## src/rtl/vga_timing_pkg.sv

```systemverilog
// vga_timing_pkg: 640x480@60 timing constants, coordinate type and sync bundle
package vga_timing_pkg;
  localparam int COORD_W = 11;
  typedef logic [COORD_W-1:0] coord_t;
  localparam int VGA_H_DISPLAY = 640;
  localparam int VGA_H_FP = 16;
  localparam int VGA_H_SYNC = 96;
  localparam int VGA_H_BP = 48;
  localparam int VGA_V_DISPLAY = 480;
  localparam int VGA_V_FP = 10;
  localparam int VGA_V_SYNC = 2;
  localparam int VGA_V_BP = 33;
  typedef struct packed {
    logic hsync;
    logic vsync;
    logic video_on;
  } sync_t;
endpackage

```

## src/rtl/sync_delay_line.sv

```systemverilog
// sync_delay_line: enable-gated shift register of sync bundles, depth 0 is a wire
module sync_delay_line
  import vga_timing_pkg::*;
#(
  parameter int DEPTH = 2,
  parameter sync_t RST_VAL = '0
) (
  input  logic  clk,
  input  logic  reset_n,
  input  logic  en,
  input  sync_t d,
  output sync_t q
);
  if (DEPTH == 0) begin : g_pass
    assign q = d;
  end else begin : g_pipe
    sync_t pipe [DEPTH];
    always_ff @(posedge clk) begin
      if (!reset_n) begin
        for (int i = 0; i < DEPTH; i++) pipe[i] <= RST_VAL;
      end else if (en) begin
        pipe[0] <= d;
        for (int i = 1; i < DEPTH; i++) pipe[i] <= pipe[i-1];
      end
    end
    assign q = pipe[DEPTH-1];
  end
endmodule

```

## src/rtl/vga_timing_gen.sv

```systemverilog
// vga_timing_gen: pixel strobe, x/y counters, sync/blank decode and delayed sync copies
module vga_timing_gen
  import vga_timing_pkg::*;
#(
  parameter int   CLK_DIV     = 4,
  parameter int   H_DISPLAY   = VGA_H_DISPLAY,
  parameter int   H_FP        = VGA_H_FP,
  parameter int   H_SYNC      = VGA_H_SYNC,
  parameter int   H_BP        = VGA_H_BP,
  parameter int   V_DISPLAY   = VGA_V_DISPLAY,
  parameter int   V_FP        = VGA_V_FP,
  parameter int   V_SYNC      = VGA_V_SYNC,
  parameter int   V_BP        = VGA_V_BP,
  parameter logic SYNC_ACTIVE = 1'b0,
  parameter int   SYNC_DLY    = 2
) (
  input  logic               clk,
  input  logic               reset_n,
  output logic               p_tick,
  output logic [COORD_W-1:0] x,
  output logic [COORD_W-1:0] y,
  output logic               hsync,
  output logic               vsync,
  output logic               video_on,
  output logic               line_start,
  output logic               frame_start,
  output logic               hsync_dly,
  output logic               vsync_dly,
  output logic               video_on_dly
);
  localparam int H_TOTAL = H_DISPLAY + H_FP + H_SYNC + H_BP;
  localparam int V_TOTAL = V_DISPLAY + V_FP + V_SYNC + V_BP;
  localparam logic [3:0] DIV_MAX = 4'(CLK_DIV - 1);
  localparam coord_t HS_BEG = coord_t'(H_DISPLAY + H_FP);
  localparam coord_t HS_END = coord_t'(H_DISPLAY + H_FP + H_SYNC - 1);
  localparam coord_t VS_BEG = coord_t'(V_DISPLAY + V_FP);
  localparam coord_t VS_END = coord_t'(V_DISPLAY + V_FP + V_SYNC - 1);
  localparam sync_t DLY_RST = '{hsync: ~SYNC_ACTIVE, vsync: ~SYNC_ACTIVE, video_on: 1'b0};
  logic [3:0] div;
  coord_t x_nxt, y_nxt;
  logic h_end, v_end;
  sync_t cur, dly;
  // decode from next-state counters so sync/blank registers match x/y in the same cycle
  always_comb begin
    h_end = x == coord_t'(H_TOTAL - 1);
    v_end = y == coord_t'(V_TOTAL - 1);
    x_nxt = p_tick ? (h_end ? '0 : x + 11'd1) : x;
    y_nxt = (p_tick && h_end) ? (v_end ? '0 : y + 11'd1) : y;
  end
  always_ff @(posedge clk) begin
    if (!reset_n) begin
      div         <= '0;
      p_tick      <= 1'b0;
      x           <= '0;
      y           <= '0;
      hsync       <= ~SYNC_ACTIVE;
      vsync       <= ~SYNC_ACTIVE;
      video_on    <= 1'b1;
      line_start  <= 1'b0;
      frame_start <= 1'b0;
    end else begin
      div         <= (div == DIV_MAX) ? '0 : div + 4'd1;
      p_tick      <= div == DIV_MAX;
      x           <= x_nxt;
      y           <= y_nxt;
      hsync       <= (x_nxt >= HS_BEG && x_nxt <= HS_END) ? SYNC_ACTIVE : ~SYNC_ACTIVE;
      vsync       <= (y_nxt >= VS_BEG && y_nxt <= VS_END) ? SYNC_ACTIVE : ~SYNC_ACTIVE;
      video_on    <= (x_nxt < coord_t'(H_DISPLAY)) && (y_nxt < coord_t'(V_DISPLAY));
      line_start  <= p_tick && h_end;
      frame_start <= p_tick && h_end && v_end;
    end
  end
  assign cur = '{hsync, vsync, video_on};
  sync_delay_line #(.DEPTH(SYNC_DLY), .RST_VAL(DLY_RST)) u_dly (
    .clk(clk), .reset_n(reset_n), .en(p_tick), .d(cur), .q(dly)
  );
  assign {hsync_dly, vsync_dly, video_on_dly} = dly;
endmodule
```

## config.mk

```make
export PLATFORM = sky130hd
export DESIGN_NAME = vga_timing_gen
export DESIGN_NICKNAME = d
export VERILOG_FILES = /design/src/rtl/vga_timing_pkg.sv /design/src/rtl/sync_delay_line.sv /design/src/rtl/vga_timing_gen.sv
export SDC_FILE = /design/constraint.sdc
export NUM_CORES = 1
export LEC_CHECK = 0
export ABC_AREA = 1
export CAP_MARGIN = 5
export CORE_ASPECT_RATIO = 0.75
export CORE_UTILIZATION = 53
export CTS_CLUSTER_SIZE = 14
export DETAILED_ROUTE_END_ITERATION = 10
export PLACE_DENSITY = 0.85
export SYNTH_ARGS = -nofsm -noshare
export SYNTH_HDL_FRONTEND = slang
export SYNTH_SLANG_ARGS = --single-unit
export TNS_END_PERCENT = 30
```

## constraint.sdc

```tcl
create_clock -name clk -period 1.7 [get_ports clk]
set_input_delay 0.51 -clock clk [delete_from_list [all_inputs] [get_ports clk]]
set_output_delay 0.51 -clock clk [all_outputs]
set_load 0.02 [all_outputs]
```

Signal wires on met1:
Scale: 4 px per um. Supply wires on this layer in gray.
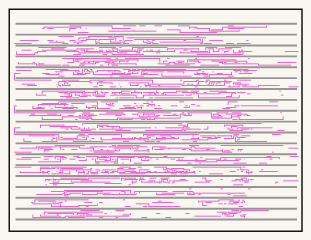
wire length on this layer: 2,470 um
longest straight run: 24.8 um
DR vias: 2,037
final wirelength: 5050 um
met1 GRT Util: 35.4%

Logic cells by family:
Scale: 6 px per um.
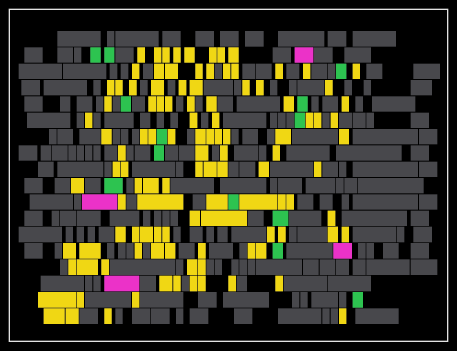
[NAND gates] yellow | cells: 110 | most used: nand2_1
[XOR/XNOR gates] magenta | cells: 4
[inverting AOI/OAI gates] green | cells: 13 | most used: a21oi_1

Routing congestion map:
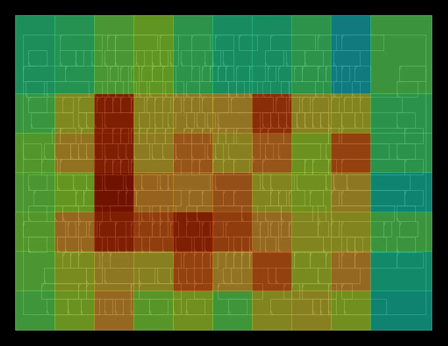
post-DR wirelength/cell: 12.7 um
overall global routing resource usage: 25.7%
global routing's busiest layer: met2
grt met3 use: 5.62%
Core Util, Final: 79.3%

Close-up of the layout:
Region (21, 24) to (51, 54) um. Cells in gray, sequential cells in the stronger gray; small squares are vias.
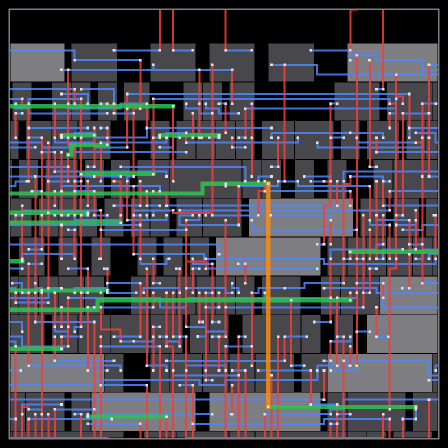
[met2] red
[met4] orange
[met1] blue
[met3] green
netlist names of flops here include: `y` (5), `x` (2)
most frequent: nand2_1 (33), nor2_1 (11)
sequential cells in the window: 10
cells with their middle in the window: 107

Wiring by layer:
Scale: 4 px per um. Two of the layers only.
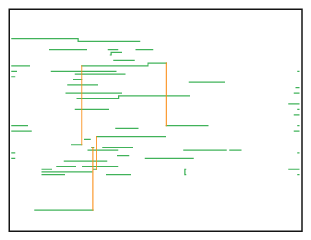
[met3] green | wire length: 350 um
[met4] orange | wire length: 59.2 um

==> changes_impl.md <==
## Flow update

* Outcome: complete, but fails checks
* Violated checks: setup timing
* Synthesis-to-layout area growth at 37.1%
* Leakage power at 1.32 nW
* Cell chain of the critical path: buf_4 > nand2_1 > nor2_1 > nand4_1 > nor2_1 > nor2_1 > nor2_1 > inv_1 > nor2_1 > nand3_1
* Area occupied by multi-input gates at 0.00109 mm2
* Chip area line of the yosys report at 0.00199 mm2
* Slew @ Worst Pin at 338 ps
* Final Net Count at 354
* Log Warnings at 28
* Setup-failing EPs final at 1
* Die X at 72.8 um
* Per-cell via count in the routed design at 5.11
* ANT nets after route at 0
* Antenna cells at 0
* RR Endpoint: hsync
* Setup slack of the critical path after layout at -13.9 ps
* EDFF count, synth at 6
* Startpoint Class: flip-flop
* Most area-consuming cells after synthesis: dfxtp_1 32%, nand2_1 14%, nor2_1 9.4%, edfxtp_1 9.0%, inv_1 7.2%
* Post-Syn Nets at 292
* Core utilization before placement at 57.8%
* Worst path most repeated cell: nor2_1
* Top cell type's share of synthesized area at 32.1%
* Floorplan die height at 55.1 um
* Ratio of cells with drive above 1 in the final layout at 22.3%
* Clock buffer count from CTS at 5
* Worst endpoint data arrival time at 1880 ps
* Sequential Area at 831 um2
* Post-synthesis cell type with the largest instance count: nand2_1
* Number of H-tree levels at 2
* Yosys cell count at 286
* Fill cell instance count of the final layout at 260
* Final hold violation count at 0
* Top flip-flop cell by instance count after synthesis: dfxtp_1
* Clk_skew at 7.92 ps
* Worst reg-to-reg path cell count at 10
* Terminating pin of the worst hold path: div[0]
* Delay of the slowest critical-path stage at 330 ps
* Logic pwr share at 4.3%
* Average footprint of a synthesized cell at 6.97 um2
* Power, Total at 1.76 mW
* Number of rows in the core area at 18
* Number of max-slew violations in the final report at 0
* Cell-internal power at 1.39 mW
* Number of antenna violations at the first check in global routing at 0
* Total Die Area at 0.00401 mm2
* Residual DRC count at 0
* IR Drop Worst-Case VDD at 0.474 mV
* Placeable core area at 0.00345 mm2
* P_sw at 0.371 mW
* Setup Buffers After CTS at 0
* CTS Hold Bufs at 0
* Total half-perimeter wirelength after legalization and detailed placement at 3600 um
* Maximum fanout encountered on the critical timing path at 8
* Required time worst endpoint at 1870 ps
==> state kept, by name, indices dropped and copies added (netlist names) <==
name,flops
div,4
video_on,1
y,11
hsync,1
frame_start,1
x,11
p_tick,1
u_dly.g_pipe.pipe,6
line_start,1
vsync,1
==> critical path: cells and delay by family, from the launching register on <==
family	cells	cell delay, ps
buffers and inverters	2	310
AND/OR/NAND/NOR	8	960
flip-flops	1	330
==> what timing repair did <==
item                       4_1_cts  5_1_grt
setup endpoints to repair       29        6
pin swaps                        0        5
resized                         29       29
==> area by class of cell <==
| class | count | area share (%) |
|---|---|---|
| clock buffers | 6 | 2.66 |
| repair buffers | 58 | 17.7 |
| multi-input cells | 204 | 40.1 |
| flip-flops and latches | 38 | 30.4 |
| clock inverters | 2 | 1.24 |
| well taps | 50 | 2.29 |
| inverters | 41 | 5.63 |
==> kinds of logic after synthesis <==
family                   synth area share, %
buffers and inverters                   8.54
flip-flops                              41.2
adder cells (fa/ha/maj)                 2.51
XOR/XNOR                                1.76
AND-OR/OR-AND                           3.39
AND/OR/NAND/NOR                         42.6
==> how the worst max path moves through the flow <==
stage                            from                 endpoint  slack (ps)  depth (start not counted)
final                          p_tick                    hsync         -10                         10
after global routing             x[0]                    hsync         -80                         11
after CTS                 frame_start              frame_start       0.002                          1
after detailed placement      reset_n  u_dly.g_pipe.pipe[0][4]         -90                          3
after global placement        reset_n  u_dly.g_pipe.pipe[0][4]         -50                          3
after floorplan                  x[0]                    vsync          10                          9
==> power groups by stage <==
stage          clock (mW)  combinational (mW)  sequential, mW
2_1_floorplan           0              0.0391           0.958
3_3_place_gp            0              0.0746           0.952
3_5_place_dp            0              0.0761           0.954
4_1_cts             0.762              0.0734           0.933
5_1_grt             0.797              0.0857           0.934
6_report            0.750              0.0753           0.933
==> cells in the final DEF, fill, tap and decap left out, types with 2 or more instances in the layout <==
master	synthesis	final
a21oi_1	8	7
buf_4	1	26
clkbuf_8	0	5
clkinv_1	1	2
dfxtp_1	32	24
dfxtp_2	0	8
dlygate4sd2_1	0	29
dlymetal6s2s_1	0	2
edfxtp_1	6	6
ha_1	4	3
inv_1	38	37
inv_2	2	3
nand2_1	74	73
nand2_2	3	4
nand3_1	19	16
nand3_2	3	4
nand3_4	0	2
nand3b_1	2	2
nand4_1	7	7
nand4_4	0	2
nor2_1	50	46
nor2_2	4	7
nor2_4	3	4
nor3_1	8	8
o21ai_0	2	2
o21ai_1	2	2
or2_2	6	6
==> through the flow <==
stage | util (%) | setup WS (ps) | hold WS [ps] | area (um2) | setup TNS [ps]
final | 79.3 | -13.9 | 460 | 2730 | -13.9
after global routing | 79.3 | -78.0 | 475 | 2730 | -224
after CTS | 76.2 | 0.00244 | 466 | 2630 | 0
after detailed placement | 74.1 | -89.4 | 450 | 2550 | -636
after global placement | 74.1 | -46.8 | 432 | 2550 | -250
after floorplan | - | 10.9 | 418 | 1990 | 0
==> metal layers <==
metal  GRT usage (%)  vias up  share of wire [%]
met3            5.62        9                6.9
met4            8.50        0                1.2
met2            40.7       92                 43
met5               0        -                  0
li1                -     1024                  -
met1            35.4      912                 49
Power is estimated from default activity; no workload was simulated.
